File: config.mk
export PLATFORM = sky130hd
export DESIGN_NAME = lcd_bus_engine
export DESIGN_NICKNAME = d
export VERILOG_FILES = /design/src/rtl/lcd_bus_pkg.sv /design/src/rtl/lcd_bus_fifo.sv /design/src/rtl/lcd_bus_engine.sv
export SDC_FILE = /design/constraint.sdc
export NUM_CORES = 1
export LEC_CHECK = 0
export ABC_CLOCK_PERIOD_IN_PS = 5400
export CORE_MARGIN = 3
export CORE_UTILIZATION = 59
export CTS_BUF_LIST = sky130_fd_sc_hd__clkbuf_4 sky130_fd_sc_hd__clkbuf_8
export DETAILED_ROUTE_END_ITERATION = 16
export GPL_ROUTABILITY_DRIVEN = 0
export GPL_TIMING_DRIVEN = 0
export PLACE_DENSITY = 0.86
export SYNTH_ARGS = -nofsm -noshare
export SYNTH_HDL_FRONTEND = slang
export SYNTH_SLANG_ARGS = --single-unit
File: constraint.sdc
create_clock -name mclk -period 5.4 [get_ports mclk]
set_clock_uncertainty 0.15 [all_clocks]
set_input_delay 1.08 -clock mclk [delete_from_list [all_inputs] [get_ports mclk]]
set_output_delay 1.08 -clock mclk [all_outputs]
set_load 0.01 [all_outputs]
File: src/rtl/lcd_bus_pkg.sv
// Shared types and helpers for the 8080-style LCD bus master.
package lcd_bus_pkg;

  typedef enum logic [2:0] {
    IDLE,
    SETUP,
    WR_LO,
    WR_HI,
    RD_LO,
    RD_HI,
    RST
  } lcd_state_e;

  // A programmed phase length of zero still has to last one cycle.
  function automatic logic [31:0] eff_cnt(input logic [31:0] cfg);
    return (cfg == 32'd0) ? 32'd1 : cfg;
  endfunction

endpackage

File: src/rtl/lcd_bus_fifo.sv
// Synchronous show-ahead FIFO with occupancy output; a push is taken only when
// the registered ready is high, so a pop never opens a same-cycle slot.
module lcd_bus_fifo #(
  parameter int W     = 18,
  parameter int DEPTH = 8
) (
  input  logic                     mclk,
  input  logic                     puc_rst,
  input  logic                     push_i,
  input  logic [W-1:0]             push_dat_i,
  output logic                     push_rdy_o,
  input  logic                     pop_i,
  output logic [W-1:0]             pop_dat_o,
  output logic                     empty_o,
  output logic [$clog2(DEPTH):0]   lvl_o
);

  localparam int AW = $clog2(DEPTH);
  localparam logic [AW:0] FULL_LVL = (AW+1)'(DEPTH);

  logic [W-1:0]  mem_q [DEPTH];
  logic [AW-1:0] wr_ptr_q, rd_ptr_q;
  logic [AW:0]   lvl_q, lvl_d;
  logic          rdy_q;
  logic          push_ok, pop_ok;

  assign push_ok = push_i & rdy_q;
  assign pop_ok  = pop_i & (lvl_q != '0);

  always_comb begin
    lvl_d = lvl_q;
    if (push_ok && !pop_ok)      lvl_d = lvl_q + 1'b1;
    else if (!push_ok && pop_ok) lvl_d = lvl_q - 1'b1;
  end

  always_ff @(posedge mclk) begin
    if (puc_rst) begin
      wr_ptr_q <= '0;
      rd_ptr_q <= '0;
      lvl_q    <= '0;
      rdy_q    <= 1'b1;
    end else begin
      if (push_ok) wr_ptr_q <= wr_ptr_q + 1'b1;
      if (pop_ok)  rd_ptr_q <= rd_ptr_q + 1'b1;
      lvl_q <= lvl_d;
      rdy_q <= (lvl_d != FULL_LVL);
    end
  end

  always_ff @(posedge mclk) begin
    if (push_ok) mem_q[wr_ptr_q] <= push_dat_i;
  end

  assign pop_dat_o  = mem_q[rd_ptr_q];
  assign push_rdy_o = rdy_q;
  assign empty_o    = (lvl_q == '0);
  assign lvl_o      = lvl_q;

endmodule

File: src/rtl/lcd_bus_engine.sv
// 8080-style LCD bus master: FIFO-buffered command/data writes with programmable
// strobe timing and panel reset pulse; read-back present only with LCD_BUS_RD_EN.
module lcd_bus_engine
  import lcd_bus_pkg::*;
#(
  parameter int DATA_W     = 16,
  parameter int FIFO_DEPTH = 8,
  parameter int CNT_W      = 4,
  parameter int RST_CYC    = 1024
) (
  input  logic                          mclk,
  input  logic                          puc_rst,
  input  logic                          cmd_valid_i,
  output logic                          cmd_ready_o,
  input  logic                          cmd_rs_i,
  input  logic                          cmd_rd_i,
  input  logic [DATA_W-1:0]             cmd_data_i,
  output logic                          rsp_valid_o,
  output logic [DATA_W-1:0]             rsp_data_o,
  input  logic [CNT_W-1:0]              cfg_wr_lo_i,
  input  logic [CNT_W-1:0]              cfg_wr_hi_i,
  input  logic [CNT_W-1:0]              cfg_rd_lo_i,
  input  logic [CNT_W-1:0]              cfg_rd_hi_i,
  input  logic                          rst_req_i,
  input  logic                          on_i,
  output logic                          busy_o,
  output logic [$clog2(FIFO_DEPTH):0]   fifo_lvl_o,
  output logic                          lcd_cs_n_o,
  output logic                          lcd_rs_o,
  output logic                          lcd_wr_n_o,
  output logic                          lcd_rd_n_o,
  output logic [DATA_W-1:0]             lcd_d_o,
  output logic                          lcd_d_en_o,
  input  logic [DATA_W-1:0]             lcd_d_i,
  output logic                          lcd_reset_n_o,
  output logic                          lcd_on_o
);

  typedef struct packed {
    logic              rd;
    logic              rs;
    logic [DATA_W-1:0] dat;
  } entry_t;

  localparam int RW = $clog2(RST_CYC + 1);

  entry_t            push_ent, pop_ent;
  logic              rd_req, fifo_empty, pop, last_cnt;
  lcd_state_e        state_q;
  logic [CNT_W-1:0]  cnt_q;
  logic [RW-1:0]     rst_cnt_q;
  logic              cs_n_q, rs_q, wr_n_q, d_en_q, reset_n_q, on_q;
  logic [DATA_W-1:0] d_q;
`ifdef LCD_BUS_RD_EN
  logic              rd_q, rd_n_q, rsp_vld_q;
  logic [DATA_W-1:0] rsp_dat_q;
  assign rd_req = cmd_rd_i;
`else
  logic              unused_rd_path;
  assign rd_req = 1'b0;
  assign unused_rd_path = ^{cmd_rd_i, lcd_d_i, cfg_rd_lo_i, cfg_rd_hi_i, pop_ent.rd};
`endif

  assign push_ent = '{rd: rd_req, rs: cmd_rs_i, dat: cmd_data_i};

  lcd_bus_fifo #(
    .W     (DATA_W + 2),
    .DEPTH (FIFO_DEPTH)
  ) u_fifo (
    .mclk       (mclk),
    .puc_rst    (puc_rst),
    .push_i     (cmd_valid_i),
    .push_dat_i (push_ent),
    .push_rdy_o (cmd_ready_o),
    .pop_i      (pop),
    .pop_dat_o  (pop_ent),
    .empty_o    (fifo_empty),
    .lvl_o      (fifo_lvl_o)
  );

  assign last_cnt = (cnt_q <= CNT_W'(1));

  // Pops happen from IDLE or on the final high cycle, which is what keeps cs_n low in bursts.
  always_comb begin
    pop = 1'b0;
    case (state_q)
      IDLE:         pop = !rst_req_i && !fifo_empty;
      WR_HI, RD_HI: pop = last_cnt && !fifo_empty;
      default:      pop = 1'b0;
    endcase
  end

  always_ff @(posedge mclk) begin
    if (puc_rst) begin
      state_q   <= IDLE;
      cnt_q     <= '0;
      rst_cnt_q <= '0;
      cs_n_q    <= 1'b1;
      rs_q      <= 1'b0;
      wr_n_q    <= 1'b1;
      d_q       <= '0;
      d_en_q    <= 1'b0;
      reset_n_q <= 1'b1;
      on_q      <= 1'b0;
`ifdef LCD_BUS_RD_EN
      rd_q      <= 1'b0;
      rd_n_q    <= 1'b1;
      rsp_vld_q <= 1'b0;
      rsp_dat_q <= '0;
`endif
    end else begin
      on_q <= on_i;
`ifdef LCD_BUS_RD_EN
      rsp_vld_q <= 1'b0;
`endif
      case (state_q)
        IDLE: begin
          if (rst_req_i) begin
            state_q   <= RST;
            reset_n_q <= 1'b0;
            rst_cnt_q <= RW'(RST_CYC);
          end
        end
        SETUP: begin
`ifdef LCD_BUS_RD_EN
          if (rd_q) begin
            state_q <= RD_LO;
            rd_n_q  <= 1'b0;
            cnt_q   <= CNT_W'(eff_cnt(32'(cfg_rd_lo_i)));
          end else
`endif
          begin
            state_q <= WR_LO;
            wr_n_q  <= 1'b0;
            cnt_q   <= CNT_W'(eff_cnt(32'(cfg_wr_lo_i)));
          end
        end
        WR_LO: begin
          if (last_cnt) begin
            state_q <= WR_HI;
            wr_n_q  <= 1'b1;
            cnt_q   <= CNT_W'(eff_cnt(32'(cfg_wr_hi_i)));
          end else begin
            cnt_q <= cnt_q - 1'b1;
          end
        end
`ifdef LCD_BUS_RD_EN
        RD_LO: begin
          if (last_cnt) begin
            state_q   <= RD_HI;
            rd_n_q    <= 1'b1;
            rsp_vld_q <= 1'b1;
            rsp_dat_q <= lcd_d_i;
            cnt_q     <= CNT_W'(eff_cnt(32'(cfg_rd_hi_i)));
          end else begin
            cnt_q <= cnt_q - 1'b1;
          end
        end
        RD_HI,
`endif
        WR_HI: begin
          if (last_cnt) begin
            state_q <= IDLE;
            cs_n_q  <= 1'b1;
            d_en_q  <= 1'b0;
          end else begin
            cnt_q <= cnt_q - 1'b1;
          end
        end
        RST: begin
          if (rst_cnt_q <= RW'(1)) begin
            state_q   <= IDLE;
            reset_n_q <= 1'b1;
          end else begin
            rst_cnt_q <= rst_cnt_q - 1'b1;
          end
        end
        default: state_q <= IDLE;
      endcase

      // A pop overrides the exit above and launches the next cycle's setup.
      if (pop) begin
        state_q <= SETUP;
        cs_n_q  <= 1'b0;
        rs_q    <= pop_ent.rs;
        d_en_q  <= !pop_ent.rd;
        if (!pop_ent.rd) d_q <= pop_ent.dat;
`ifdef LCD_BUS_RD_EN
        rd_q <= pop_ent.rd;
`endif
      end
    end
  end

  assign busy_o        = (state_q != IDLE) || !fifo_empty;
  assign lcd_cs_n_o    = cs_n_q;
  assign lcd_rs_o      = rs_q;
  assign lcd_wr_n_o    = wr_n_q;
  assign lcd_d_o       = d_q;
  assign lcd_d_en_o    = d_en_q;
  assign lcd_reset_n_o = reset_n_q;
  assign lcd_on_o      = on_q;
`ifdef LCD_BUS_RD_EN
  assign lcd_rd_n_o  = rd_n_q;
  assign rsp_valid_o = rsp_vld_q;
  assign rsp_data_o  = rsp_dat_q;
`else
  assign lcd_rd_n_o  = 1'b1;
  assign rsp_valid_o = 1'b0;
  assign rsp_data_o  = '0;
`endif

endmodule

Run 1, clock wires, drivers and flops:
Scale bar: 20 um.
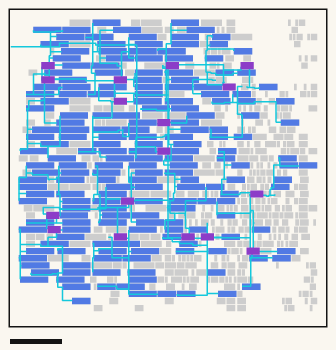
legend:
  flip-flops:
    color: blue
    count: 190
  cells driving clock nets:
    color: purple
    count: 17
  clock wires:
    color: cyan
    length: 1710 um
flops lie: spread over the die
routed clock nets: 18
clock network power share: 19.0%
Clk. pwr: 0.810 mW

Run 1, metal 3:
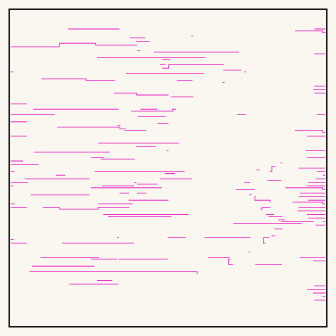
longest straight run: 63.7 um
nets with wire on the layer: 100

Run 1, cell area per tile:
12 x 12 tiles, from white (low) to dark blue (high), 0 to 100% covered.
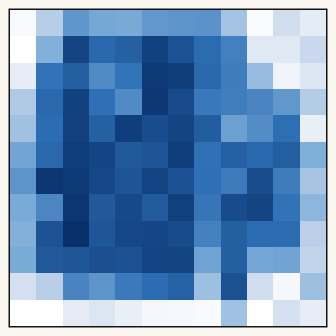
nearly empty tiles: 2.8%
fullest tile: 100%
mean over tiles: 61%
FP Util: 60.76%
Core Region: 12720 um^2
Layout Utilization: 71.10%

Run 1, pin placement:
Pins as bars across the die edge, other pins in gray.
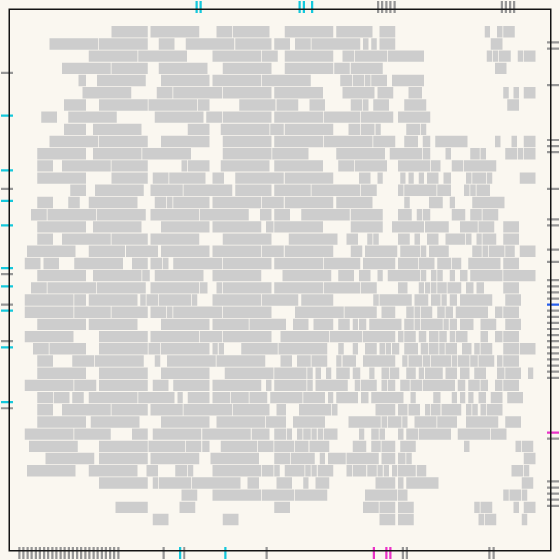
legend:
  fifo_lvl_o:
    color: magenta
    pins: 4
    direction: output
    edge: 3 south, 1 east
  cmd_data_i:
    color: cyan
    pins: 16
    direction: input
    edge: 9 west, 5 north, 2 south
  lcd_wr_n_o:
    color: blue
    pins: 1
    direction: output
    edge: east
die width: 120.5 um
die height: 120.5 um
port bufs: 56

## run 1: report_power, final
| group | leakage, nW | internal [mW] | total (mW) | switching [mW] |
|---|---|---|---|---|
| combinational | 1.17 | 0.716 | 1.56 | 0.844 |
| sequential | 1.68 | 1.75 | 1.89 | 0.137 |
| clock | 0.179 | 0.337 | 0.810 | 0.473 |
## run 1: metal layers
layer  GRT usage [%]  wire length (um)  up-vias
li1                -                 -     2117
met1           29.20              6056     2273
met2           37.72              7993      206
met3           5.940              1361       29
met4           7.295               271        0
met5               0                 0        -
## run 1: metrics by stage
stage / total power [mW] / hold slack, ps
final: 4.259 / 332.5
after global routing: 4.496 / 369.6
after CTS: 4.271 / 335.0
after detailed placement: 3.465 / 316.6
after global placement: 3.373 / 310.4
after floorplan: 2.972 / 320.7
==> impl_metrics.tcl, run 1 <==
# yosys + openroad results
set metrics [dict create \
    n_all_buffers 113 \
    design_area_um2 9045 \
    critical-path-slowest-cell "clkdlybuf4s50_1" \
    registers.top_by_ff_count "u_fifo.mem_q" \
    bufAreaShareNonClock_pct 10.04 \
    ir_worst_vdd_v 0.0002884 \
    wirelength_um 15680 \
    dr.pass1.iters 5 \
    antenna_found_initial 0 \
    synthSimpleGateAreaFrac_pct 7.656 \
    clk_share_pct 3.818 \
    h-tree-depth 4 \
    yosysWarnings 0 \
    hold_path_class "reg -> reg" \
    synth-edff-count 136 \
    crit_start "u_fifo.lvl_o[0]$_SDFF_PP0_" \
    comb_area_share_pct 26.28 \
    worst-path-buf-inv 2 \
    r2r_cells 8 \
    startpoint_type "register" \
    synth-adder-area-share_pct 1.424 \
    n_antenna_cell 0 \
    worst_slack_ps 2093 \
    logic_gates 284 \
    nClkBuffers 20 \
    numSynthFlops 190 \
    synthMuxAreaShare_pct 12.77 \
    drive_gt1_share_pct 18.47 \
    synth_area_um2 7730 \
    rsz0062_at_grt "false" \
    cts_setup_buffers 0 \
    cts_hold_buf 0 \
    maxCapViolCount 0 \
    synthTopCellsByCount "edfxtp_1 (136), dfxtp_1 (54), nor2_1 (51), mux4_2 (34), nand2_1 (25)" \
    comb_area_um2 2377 \
    cts-resized-gates 0 \
    grt_overflow 0 \
    drv_slew 0 \
    grt_pass1_wl_um 24470 \
    worst_pin_slew_ps 931.2 \
    hold_end "lcd_reset_n_o$_SDFFE_PP1P_" \
    fin_crit_ps 3307 \
    seq_area_um2 5165 \
    place_ws_ps 1657 \
    synth_seq_share_pct 66.82 \
    r2r_slack_ps 2640 \
    cts_sinks 190 \
    slew_headroom_pct 37.92 \
    largest_area_cell "edfxtp_1" \
    max_clock_freq_mhz 302.4 \
    clock_path_buffers 2 \
    nets 678 \
    clkTransAtPathRegs_ps 80 \
    arrival_ps 2080 \
    wl_per_cell_um 19.60 \
    ys_async_sr_fraction_pct 0 \
    io_pins 101 \
    r2r_start "cnt_q[0]$_SDFFE_PP0P_" \
    setup_violations 0 \
    ys_area_um2 7730 \
    nWellTaps 172 \
    numCtsBuffers 17 \
    top_cell "edfxtp_1" \
    vias 4625 \
    flops 190 \
    slowest_delay_ps 500 \
    cp_cell_sequence "inv_1 -> ha_1 -> nor3b_1 -> nand2_1 -> clkdlybuf4s50_1" \
    tns_ps 0 \
    holdPathStages 2 \
    worstPathRequired_ps 4170 \
    ant_nets 0 \
    worstReg2RegEnd "lcd_d_o[0]$_SDFFE_PP0P_" \
    viasPerCell 5.781 \
    dp_hpwl_um 10890 \
    ys_types 51 \
    drc 0 \
    syn_inst 514 \
    sh_seq_area_pct 57.10 \
    crit_cells 5 \
    warnings 54 \
    chip_area_um2 14510 \
    dpl_cell_area_um2 8700 \
    inverters_excl_clock 9 \
    final_cells 800 \
    fillerInstances 842 \
    clock.latency.late_pin_ps 450 \
    worstHoldStart "lcd_reset_n_o$_SDFFE_PP1P_" \
    lay_top_count "edfxtp_1" \
    cts-root-buf "clkbuf_8" \
    cp-end-kind "output pin" \
    dp_cells 768 \
    grt_pass1_vias 4587 \
    status "completed" \
    crit_fanout 5 \
    critPathKind "reg -> out" \
    largest_register_ffs 136 \
    post-route-period-util_pct 61.24 \
    syn2layout_area_growth_pct 17.01 \
    flop_cell "edfxtp_1" \
    ys_sh_aoi_pct 5.584 \
    lay_top_cells "edfxtp_1 (136), clkdlybuf4s50_1 (56), dfxtp_1 (54)" \
    rows 41 \
    avgSynthCellArea_um2 15.04 \
    grt_max_degree 18 \
    cts_tree "built" \
]
==> run 1 -> run 2 <==
ABC_CLOCK_PERIOD_IN_PS = 3110   (was 5400)
CORE_UTILIZATION = 57   (was 59)
PLACE_DENSITY = 0.83   (was 0.86)
clock period = 3.11 ns   (was 5.4 ns; I/O delays follow)
Run 2, cell area per tile:
12 x 12 tiles, from white (low) to dark blue (high), 0 to 100% covered.
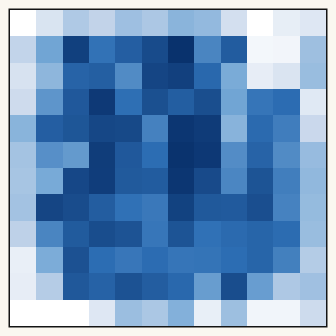
densest ninth of the die: center
mean over tiles: 59%
emptiest ninth of the die: north-east
tiles over 75% full: 42%
Layout Utilization: 70.27%
FP Util: 59.79%
Core Region: 12930 um^2

Run 2, pin placement:
Pins as bars across the die edge, other pins in gray.
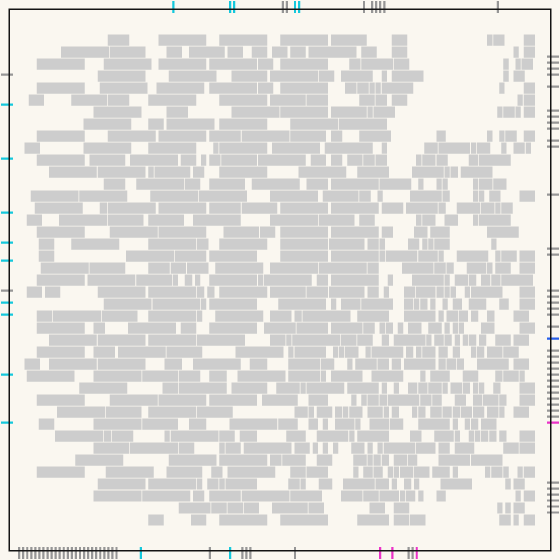
legend:
  lcd_wr_n_o:
    color: blue
    pins: 1
    direction: output
    edge: east
  cmd_data_i:
    color: cyan
    pins: 16
    direction: input
    edge: 9 west, 5 north, 2 south
  fifo_lvl_o:
    color: magenta
    pins: 4
    direction: output
    edge: 3 south, 1 east
all pins by edge: 40 east, 37 south, 13 north, 11 west

==> run 2 against run 1 <==
Sequential share of layout area shrank 0.24 points. Die size is 3.3% higher. Register-to-register slack got worse by 2200 ps. Via count down 0.26%.
==> impl_metrics.tcl, run 2 <==
# yosys + openroad results
set metrics [dict create \
    inverters_excl_clock 9 \
    synth-adder-area-share_pct 1.424 \
    cts_setup_buffers 0 \
    cts_tree "built" \
    sh_seq_area_pct 56.86 \
    ir_worst_vdd_v 0.0003535 \
    post-route-period-util_pct 89.78 \
    crit_cells 5 \
    viasPerCell 5.773 \
    bufAreaShareNonClock_pct 10.08 \
    cp-end-kind "output pin" \
    dp_cells 767 \
    clock.latency.late_pin_ps 460 \
    nets 677 \
    r2r_slack_ps 400 \
    logic_gates 284 \
    worst-path-buf-inv 2 \
    syn2layout_area_growth_pct 17.51 \
    rsz0062_at_grt "false" \
    hold_ws_ps 337.5 \
    hold_path_class "reg -> reg" \
    dpl_cell_area_um2 8716 \
    setup_violations 0 \
    maxCapViolCount 0 \
    flops 190 \
    tns_ps 0 \
    dr.pass1.iters 5 \
    cts-resized-gates 0 \
    fin_crit_ps 2792 \
    ys_types 51 \
    portBuffers 56 \
    slew_headroom_pct 30.90 \
    ys_async_sr_fraction_pct 0 \
    worst_pin_slew_ps 1031 \
    dominant_cells "sequential cells" \
    synth-edff-count 136 \
    final_cells 799 \
    wl_per_cell_um 19.85 \
    rows 41 \
    crit_fanout 6 \
    startpoint_type "register" \
    power_frac_clock_pct 19.9 \
    lay_top_cells "edfxtp_1 (136), clkdlybuf4s50_1 (56), dfxtp_1 (54)" \
    grt_max_degree 17 \
    synth_seq_share_pct 66.82 \
    cts_sinks 190 \
    intPower_mw 4.967 \
    p_sw_mw 2.555 \
    die_h_um 122.5 \
    r2r_start "state_q[1]$_SDFFE_PP0P_" \
    worstPathRequired_ps 2340 \
    numSynthFlops 190 \
    lay_top_count "edfxtp_1" \
    h-tree-depth 4 \
    grtUsageTotal_pct 22.22 \
    n_antenna_cell 0 \
    warnings 54 \
    synth_area_um2 7730 \
    design_area_um2 9084 \
    seq_area_um2 5165 \
    die_x_um 122.5 \
    clock_path_buffers 2 \
    critPathKind "reg -> out" \
    chip_area_um2 14990 \
    cp_cell_sequence "inv_1 -> ha_1 -> nor3b_2 -> nand2_1 -> clkdlybuf4s50_1" \
    holdPathStages 2 \
    nWellTaps 172 \
    ant_nets 0 \
    worstReg2RegEnd "lcd_d_o[3]$_SDFFE_PP0P_" \
    vias 4613 \
    yosysWarnings 0 \
    fillerInstances 863 \
    drive_gt1_share_pct 18.50 \
    pwr-share-comb_pct 36.4 \
    finalPower_mw 7.522 \
    top_cell "edfxtp_1" \
    numCtsBuffers 17 \
    hold_end "lcd_reset_n_o$_SDFFE_PP1P_" \
    ys_sh_aoi_pct 5.584 \
    crit_start "u_fifo.lvl_o[1]$_SDFF_PP0_" \
    grt_pass1_wl_um 24420 \
    grt_pass1_vias 4568 \
    drc 0 \
    sw_frac_of_total_pct 33.97 \
    clk_share_pct 3.994 \
    largest_area_cell "edfxtp_1" \
    comb_area_share_pct 26.32 \
    wirelength_um 15860 \
    cts-root-buf "clkbuf_8" \
    worst_slack_ps 317.9 \
    power_frac_seq_pct 43.7 \
    io_pins 101 \
    status "completed" \
    place_ws_ps -151.1 \
    r2r_cells 7 \
    synthMuxAreaShare_pct 12.77 \
    synthTopCellsByCount "edfxtp_1 (136), dfxtp_1 (54), nor2_1 (51), mux4_2 (34), nand2_1 (25)" \
    drt_iter0_markers 408 \
    grt_overflow 0 \
    nClkBuffers 21 \
    drv_slew 0 \
    n_all_buffers 112 \
    registers.top_by_ff_count "u_fifo.mem_q" \
    synthSimpleGateAreaFrac_pct 7.656 \
    max_clock_freq_mhz 358.2 \
    slowest_delay_ps 490 \
    dp_hpwl_um 11110 \
    avgSynthCellArea_um2 15.04 \
    clkTransAtPathRegs_ps 90 \
    flop_cell "edfxtp_1" \
    cts_hold_buf 0 \
]
[run 2: cell counts after synthesis]
No cell type changed its count.
[run 2: layer usage]
layer / share of wire (%) / up-vias / track usage, %
met3: 5.4 / 24 / 4.240
met2: 52 / 184 / 38.37
li1: - / 2111 / -
met5: 0 / - / 0
met4: 1.7 / 0 / 9.587
met1: 41 / 2294 / 27.54
[run 2: tightest hold or removal path, cell delays in order, from the launching register on]
cell	delay, ps
dfxtp_1	340
a21oi_1	60
o21ai_0	60
[run 2: power by group through the flow]
stage          sequential, mW  combinational, mW  clock, mW
2_1_floorplan            3.33               1.83          0
6_report                 3.29               2.74       1.50
4_1_cts                  3.28               2.73       1.52
5_1_grt                  3.32               2.98       1.61
3_3_place_gp             3.30               2.57          0
3_5_place_dp             3.34               2.71          0
==> run 2 -> run 3 <==
CTS_BUF_LIST = sky130_fd_sc_hd__clkbuf_8   (was sky130_fd_sc_hd__clkbuf_4 sky130_fd_sc_hd__clkbuf_8)
MAX_ROUTING_LAYER = met4   (was unset)
Run 3, clock wires, drivers and flops:
Scale bar: 20 um.
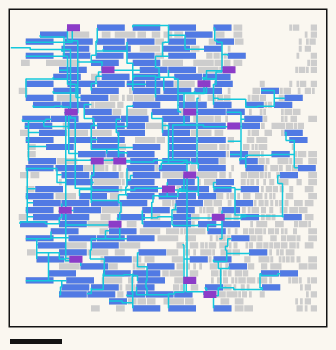
legend:
  flip-flops:
    color: blue
    count: 190
  cells driving clock nets:
    color: purple
    count: 17
  clock wires:
    color: cyan
    length: 1900 um
routed clock nets: 18
clock network power share: 19.5%
Clk. pwr: 1.46 mW
Skew-Pair Late Insertion Delay: 460 ps

Run 3, cell outlines without signal wires:
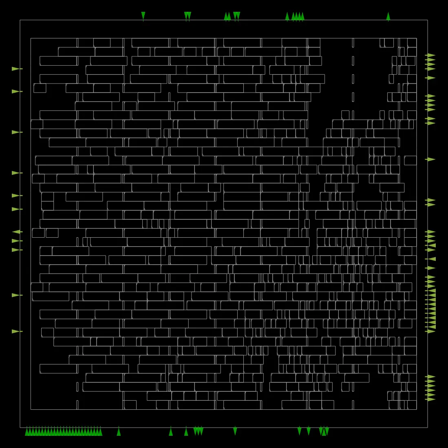
flop share of the area: 56.96%
num sequential: 190
Layout fillers: 864
num rows: 41
Layout Cells excl Fill: 799

==> run 3 against run 2 <==
First-iteration DRC count shrank 5.6%. Cell count is the same. Die size is the same. Combinational power is essentially flat. Total power shrank 0.72%. Critical path type unchanged. Final area shrank 0.18%.
==> impl_metrics.tcl, run 3 <==
# yosys + openroad results
set metrics [dict create \
    status "completed" \
    cts_hold_buf 0 \
    setup_violations 0 \
    drt_iter0_markers 385 \
    cts_sinks 190 \
    slew_headroom_pct 32.24 \
    ant_nets 0 \
    chip_area_um2 14990 \
    grt_pass1_vias 4569 \
    drive_gt1_share_pct 17.86 \
    holdPathStages 2 \
    avgSynthCellArea_um2 15.04 \
    warnings 54 \
    ys_sh_aoi_pct 5.584 \
    grtUsageTotal_pct 22.79 \
    cp-end-kind "output pin" \
    post-route-period-util_pct 95.24 \
    hold_path_class "reg -> reg" \
    post-route-util_pct 70.14 \
    place_ws_ps -151.1 \
    ir_worst_vdd_v 0.0003523 \
    cts_tree "built" \
    syn2layout_area_growth_pct 17.30 \
    synth_seq_share_pct 66.82 \
    fp_util_pct 59.79 \
    h-tree-depth 4 \
    maxCapViolCount 0 \
    max_clock_freq_mhz 337.6 \
    clock_path_buffers 2 \
    synthTopCellsByCount "edfxtp_1 (136), dfxtp_1 (54), nor2_1 (51), mux4_2 (34), nand2_1 (25)" \
    grt_overflow 0 \
    synth-edff-count 136 \
    core_area_um2 12930 \
    critPathKind "reg -> out" \
    synthSimpleGateAreaFrac_pct 7.656 \
    crit_start "u_fifo.lvl_o[0]$_SDFF_PP0_" \
    rsz0062_at_grt "false" \
    n_antenna_cell 0 \
    hold_end "lcd_reset_n_o$_SDFFE_PP1P_" \
    tns_ps 0 \
    pg_seq_mw 3.28 \
    clkTransAtPathRegs_ps 90 \
    r2r_slack_ps 400 \
    drv_slew 0 \
    intPower_mw 4.928 \
    worst_slack_ps 148.1 \
    nets 677 \
    lay_top_cells "edfxtp_1 (136), clkdlybuf4s50_1 (56), dfxtp_1 (54)" \
    vias 4586 \
    worstPathRequired_ps 2340 \
    drc 0 \
    numCtsBuffers 17 \
    yosysWarnings 0 \
    dpl_cell_area_um2 8716 \
    pwr-share-comb_pct 36.5 \
    seq_area_um2 5165 \
    grt_pass1_wl_um 24390 \
    viasPerCell 5.740 \
    lay_top_count "edfxtp_1" \
    worst-path-buf-inv 2 \
    comb-power_mw 2.72 \
    crit_fanout 5 \
    wl_per_cell_um 19.72 \
    r2r_start "state_q[1]$_SDFFE_PP0P_" \
    sw_frac_of_total_pct 34.02 \
    hold_ws_ps 337.0 \
    ys_async_sr_fraction_pct 0 \
    numSynthFlops 190 \
    cp_cell_sequence "inv_1 -> ha_1 -> nor3b_1 -> nand2_1 -> clkdlybuf4s50_1" \
    dp_hpwl_um 11110 \
]
==> run 3: cell types whose count changed in the layout (fill, tap and decap cells not counted), sizes merged <==
cell    before  now
clkbuf      38   35
inv         10   13
==> run 3: final cells by class <==
class	count	area share (%)
sequential	190	56.96
multi-input combinational	284	26.31
timing repair buffer	65	7.300
buffer	47	2.801
clock buffer	18	2.732
tap	172	2.373
clock inverter	14	1.145
inverter	9	0.3726
==> run 3: tightest hold or removal path, cell delays in order, from the launching register on <==
cell and delay [ps]:
dfxtp_1 340, a21oi_1 60, o21ai_0 60
==> run 3: layer usage <==
metal	wire length [um]	up-vias	global-route usage [%]
met5	0	-	-
met2	8119	180	38.20
met4	297	0	9.517
met1	6332	2262	27.53
li1	-	2114	-
met3	1010	30	4.101
Power is estimated from default activity; no workload was simulated.
